### Placed cells, one colour a class

Bar = 50 um.
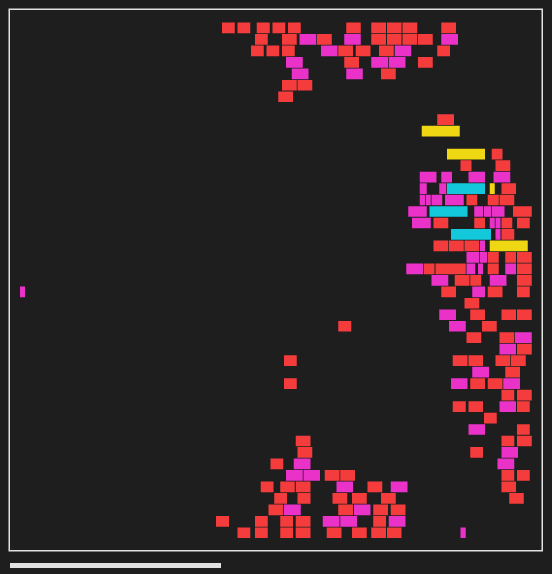
### The clock network

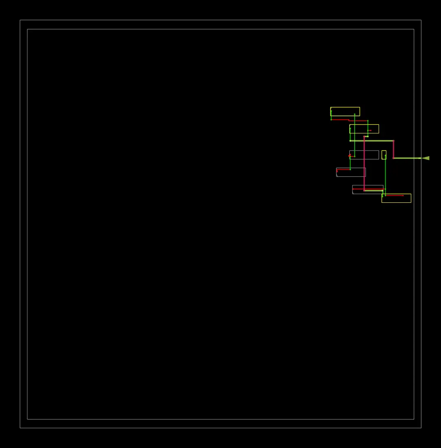
### Selected gate families

Bar = 50 um.
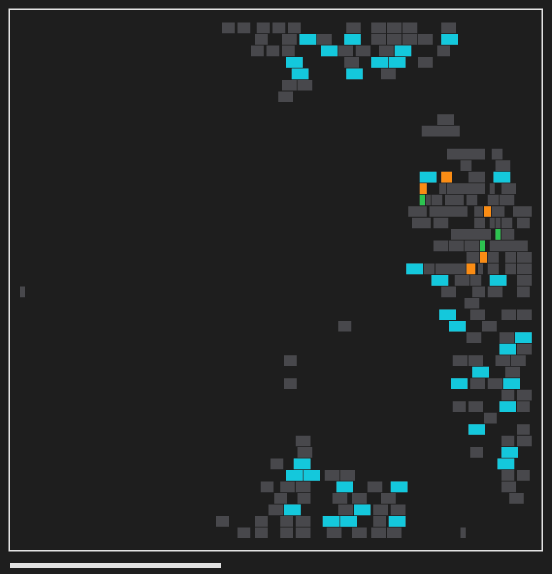
--- config.mk ---
export PLATFORM = sky130hd
export DESIGN_NAME = obi_demux
export DESIGN_NICKNAME = d
export VERILOG_FILES = /design/src/rtl/obi_demux_pkg.sv /design/src/rtl/obi_demux.sv
export SDC_FILE = /design/constraint.sdc
export NUM_CORES = 1
export LEC_CHECK = 0
export ABC_AREA = 0
export CAP_MARGIN = 15
export CORE_AREA = 2 2 124 126
export DETAILED_ROUTE_END_ITERATION = 8
export DIE_AREA = 0 0 126 128
export MAX_ROUTING_LAYER = met4
export PLACE_DENSITY = 0.51
export SYNTH_ARGS = -nofsm -noshare
export SYNTH_HDL_FRONTEND = slang
export SYNTH_SLANG_ARGS = --single-unit
export TNS_END_PERCENT = 20
--- constraint.sdc ---
create_clock -name clk_i -period 1.8 [get_ports clk_i]
set_input_delay 0.18 -clock clk_i [delete_from_list [all_inputs] [get_ports clk_i]]
set_output_delay 0.18 -clock clk_i [all_outputs]
set_load 0.01 [all_outputs]
--- src/rtl/obi_demux_pkg.sv ---
// Shared OBI bus configuration and default request/response types
// used by the demux and its neighbours in the crossbar.
package obi_demux_pkg;

  localparam int unsigned AddrWidth = 32;
  localparam int unsigned DataWidth = 32;

  typedef struct packed {
    bit          UseRReady;
    int unsigned AddrWidth;
    int unsigned DataWidth;
  } obi_cfg_t;

  localparam obi_cfg_t ObiDefaultConfig = '{
    UseRReady: 1'b0,
    AddrWidth: AddrWidth,
    DataWidth: DataWidth
  };

  typedef struct packed {
    logic [AddrWidth-1:0]   addr;
    logic                   we;
    logic [DataWidth/8-1:0] be;
    logic [DataWidth-1:0]   wdata;
  } obi_default_a_t;

  typedef struct packed {
    logic [DataWidth-1:0] rdata;
    logic                 err;
  } obi_default_r_t;

  typedef struct packed {
    logic           req;
    obi_default_a_t a;
    logic           rready;
  } obi_default_req_t;

  typedef struct packed {
    logic           gnt;
    logic           rvalid;
    obi_default_r_t r;
  } obi_default_rsp_t;

endpackage

--- src/rtl/obi_demux.sv ---
// OBI demultiplexer: routes one subordinate port to one of several
// manager ports, locking the route while transactions are in flight.
module obi_demux
  import obi_demux_pkg::*;
#(
  parameter obi_cfg_t    ObiCfg      = ObiDefaultConfig,
  parameter type         obi_req_t   = obi_default_req_t,
  parameter type         obi_rsp_t   = obi_default_rsp_t,
  parameter int unsigned NumMstPorts = 32'd2,
  parameter int unsigned NumMaxTrans = 32'd2,
  parameter int unsigned SelectWidth = $clog2(NumMstPorts)
) (
  input  logic                   clk_i,
  input  logic                   rst_ni,
  input  logic [SelectWidth-1:0] slv_port_select_i,
  input  obi_req_t               slv_port_obi_req_i,
  output obi_rsp_t               slv_port_obi_rsp_o,
  output obi_req_t               mst_ports_obi_req_o [NumMstPorts],
  input  obi_rsp_t               mst_ports_obi_rsp_i [NumMstPorts]
);

  localparam int unsigned CntWidth = $clog2(NumMaxTrans + 1);
  localparam logic [CntWidth-1:0] CntMax = CntWidth'(NumMaxTrans);

  if (NumMstPorts < 2) begin : g_bad_ports
    $fatal(1, "obi_demux: NumMstPorts must be >= 2");
  end
  if (NumMaxTrans < 1) begin : g_bad_trans
    $fatal(1, "obi_demux: NumMaxTrans must be >= 1");
  end

  logic [SelectWidth-1:0] select_q;
  logic [CntWidth-1:0]    cnt_q;
  logic [CntWidth-1:0]    cnt_d;
  logic                   stall;
  logic                   hs_a;
  logic                   hs_r;
  logic                   rready;

  assign stall = ((cnt_q != '0) && (slv_port_select_i != select_q))
              || (cnt_q == CntMax);

  always_comb begin
    for (int unsigned p = 0; p < NumMstPorts; p++) begin
      mst_ports_obi_req_o[p] = slv_port_obi_req_i;
      mst_ports_obi_req_o[p].req = slv_port_obi_req_i.req && !stall
        && (SelectWidth'(p) == slv_port_select_i);
      mst_ports_obi_req_o[p].rready = ObiCfg.UseRReady
        && slv_port_obi_req_i.rready
        && (SelectWidth'(p) == select_q);
    end
  end

  always_comb begin
    slv_port_obi_rsp_o = '0;
    slv_port_obi_rsp_o.gnt = mst_ports_obi_rsp_i[slv_port_select_i].gnt
      && slv_port_obi_req_i.req && !stall;
    slv_port_obi_rsp_o.rvalid = mst_ports_obi_rsp_i[select_q].rvalid;
    slv_port_obi_rsp_o.r = mst_ports_obi_rsp_i[select_q].r;
  end

  assign rready = ObiCfg.UseRReady ? slv_port_obi_req_i.rready : 1'b1;
  assign hs_a = slv_port_obi_req_i.req && slv_port_obi_rsp_o.gnt;
  assign hs_r = slv_port_obi_rsp_o.rvalid && rready;

  // A response with nothing outstanding saturates at zero
  always_comb begin
    cnt_d = cnt_q;
    case ({hs_a, hs_r})
      2'b10:   cnt_d = cnt_q + CntWidth'(1);
      2'b01:   cnt_d = (cnt_q == '0) ? '0 : cnt_q - CntWidth'(1);
      default: cnt_d = cnt_q;
    endcase
  end

  always_ff @(posedge clk_i or negedge rst_ni) begin
    if (!rst_ni) begin
      cnt_q    <= '0;
      select_q <= '0;
    end else begin
      cnt_q <= cnt_d;
      if (hs_a) select_q <= slv_port_select_i;
    end
  end

  a_no_underflow: assert property (
    @(posedge clk_i) disable iff (!rst_ni)
    hs_r |-> (cnt_q != '0));

  a_select_stable: assert property (
    @(posedge clk_i) disable iff (!rst_ni)
    (slv_port_obi_req_i.req && !slv_port_obi_rsp_o.gnt)
      |=> $stable(slv_port_select_i));

endmodule

==> notes.md <==
fresh numbers from the pnr run: number of setup violations in the final report 0, floorplan core density 0.116, Final #Nets 339, IO Port Bufs about 110, cells after synthesis between 200 and 250, worst-path maximum fanout 22, Die X between 100 and 150 um, Longest Clk Path Bufs 2, mean post-synth cell area ~8.4 sq um, synth warn 0, first-pass GRT wire length roughly 6700 um, status completed, area delta synth->final 23.3%, Yosys Chip Area approximately 1700 sq um, crit path DAT roughly 1.6 ns, register bit count reported by yosys 3, ANT cells 0, DR vias/cell a little under 3, Top Ports 321, Vias between 1000 and 1500, Final Slew Violations 0, Die Span Y around 130 um, Unique cell types 20, max-cap violations 0, crit end category output pin, gpl congestion 0.784, min Tclk post-route around 1.8 ns, vias in the first global route 1117, drc violations 0, GRT Overall Usage 0.0545, number of setup buffers added after CTS 0, CTS root buf clkbuf_16, clk slew on worst S/H paths roughly 0.030 ns, cts repair resizes 38, CTS tree yes, Switching Share 0.330, Initial DRC Count 21, Fmax approximately 570 MHz, initial antenna violation count 0, fraction of layout cells with a size suffix above 1 0.288, critical path launch point type flop, CP required ~1.6 ns, Flop pwr share 0.087, Final ANT Viol Nets 0, H-tree Lvls 1, Worst VDD drop 0.278 mV, Synth Cell Area around 1700 sq um, Setup CP Type flop to output pin, Int Pwr ~0.00095 W, hold_buf cts 0, most numerous logic cells after layout 73 x clkdlybuf4s50_1, 36 x dlygate4sd2_1, 35 x mux2_2, Pleak 0.867 nW, Comb pwr share 0.660, total power roughly 0.0014 W, HPWL after DPL between 4000 and 5000 um, cycle use final 0.979, largest net degree at the start of global routing 23, final hold violation count 0, Hold Path Class primary input to asynchronous set/reset pin, DRT Wirelength about 4900 um, placed cells 373, tool warnings 29, pwr dens around 670 nW/um^2, Clock Power Share 0.253, drt first pass iters 4, Overflow after GRT 0, register share after synthesis 0.0434, post-DR wirelength/cell 13.0 um, Switch Pwr 0.000470 W, cells in synth_stat.txt between 200 and 250, full die area roughly 16000 sq um
Back to the opening pictures, 'Placed cells, one colour a class':
[cyan] sequential cells | cells: 3 | share of their area: 4.0%
[magenta] remaining logic cells | cells: 61 | share of their area: 30%
[red] remaining buffers and delay cells | cells: 123 | share of their area: 62%
[yellow] clock drivers and dummy loads | cells: 4 | share of their area: 4.2%
flop share of the area: 0.0358
Core Util, Final: 0.143
post-layout instance area: 2130 sq um
core area: 14900 sq um
# rows: 45

Back to the opening pictures, 'The clock network':
clk ins delay skew pair: 0.23 ns
CTS buffer count: 3
clock sink total: 3
Final Skew: 0.000598 ns
flip-flops: 3

Back to the opening pictures, 'Selected gate families':
[green] nand cells | cells: 3 | most used: nand2_1
[orange] aoi and oai cells | cells: 5 | most used: a21oi_1
[cyan] mux cells | cells: 36 | most used: mux2_2
Layout Cells excl Fill: 379
combinational share of cell area: 0.263
most used logic cell in the final layout: clkdlybuf4s50_1

==> power by group through the flow <==
| stage | Combinational, W | Clock (W) | Sequential, W |
|---|---|---|---|
| global placement | 0.000985 | 0 | 0.000120 |
| CTS | 0.000922 | 0.000365 | 0.000121 |
| finish | 0.000940 | 0.000361 | 0.000124 |
| detailed placement | 0.00100 | 0 | 0.000119 |
| floorplan | 0.000768 | 0 | 0.000117 |
| global route | 0.00102 | 0.000372 | 0.000128 |
==> kinds of logic (layout without fill, tap and decap cells) <==
logic type      Yosys count  count (layout)  synth area share
fa+ha+maj                 3               3            0.0217
mux                      36              36             0.234
compound gates            7               7            0.0268
xor+xnor                  1               1           0.00507
other cells               1               2           0.00217
flops                     3               3            0.0434
buf+inv                 146             129             0.638
simple gates             10              10            0.0282
==> synth_stat cells <==
library cell / number / area, sq um
buf_6: 4 / 45.0
buf_4: 140 / 1050
a21o_2: 1 / 8.76
ha_1: 3 / 37.5
mux2_2: 35 / 394
dfrtp_1: 3 / 75.1
inv_1: 2 / 7.51
a31oi_1: 1 / 6.26
nor3_1: 1 / 5.00
nor3b_1: 2 / 15.0
mux2_1: 1 / 11.3
a211oi_1: 1 / 7.51
a21oi_1: 2 / 10.0
conb_1: 1 / 3.75
or2_1: 1 / 6.26
o21ai_0: 1 / 5.00
a31o_2: 1 / 8.76
nor2_1: 3 / 11.3
xnor2_1: 1 / 8.76
nand2_1: 3 / 11.3
==> metal layers <==
layer | wire length (um) | vias up | track usage
li1 | - | 492 | -
met2 | 2090 | 99 | 0.0775
met5 | 0 | - | -
met3 | 695 | 41 | 0.0280
met1 | 1800 | 482 | 0.0566
met4 | 334 | 0 | 0.0433
==> critical path, cell delays in order, from the launching register on <==
cell and delay (ns):
dfrtp_2 0.37, buf_4 0.14, buf_12 0.16, mux2_2 0.37, dlygate4sd2_1 0.30
==> through the flow <==
step / setup slack, ns / instance area (sq um) / hold WS, ns / TNS [ns]
floorplan: 0.0469 / 1730 / -0.116 / 0
global placement: -0.174 / 2070 / 0.360 / -0.664
detailed placement: -0.193 / 2070 / 0.360 / -0.576
CTS: -0.135 / 2110 / 0.137 / -0.135
global route: -0.0147 / 2130 / 0.157 / -0.0346
finish: 0.0386 / 2130 / 0.137 / 0
==> sequential cells by signal, summed over array words and instances (netlist names) <==
name,cells
cnt_q,2
select_q,1
==> area by class of cell <==
class                           count  area [sq um]
Clock buffer                        4          78.8
Fill cell                        1686         12700
Inverter                            2          7.51
Multi-Input combinational cell     59           562
Sequential cell                     3          76.3
Tap cell                          188           235
Timing Repair Buffer              123          1170
==> final timing paths <==
kind                                         from  cells past startpoint  slack (ns)                      end
hold / removal                             rst_ni                      1        0.14     select_q$_DFFE_PN0P_
max in group asynchronous                  rst_ni                      1        1.51     select_q$_DFFE_PN0P_
setup / recovery             select_q$_DFFE_PN0P_                      4        0.04   slv_port_obi_rsp_o[10]
setup reg to reg             select_q$_DFFE_PN0P_                      5        0.11     cnt_q[1]$_DFFE_PN0P_
hold reg to reg              cnt_q[1]$_DFFE_PN0P_                      2        0.69     cnt_q[1]$_DFFE_PN0P_
min in group clk_i         slv_port_obi_req_i[14]                      0        0.36  mst_ports_obi_req_o[14]
Power is estimated from default activity; no workload was simulated.
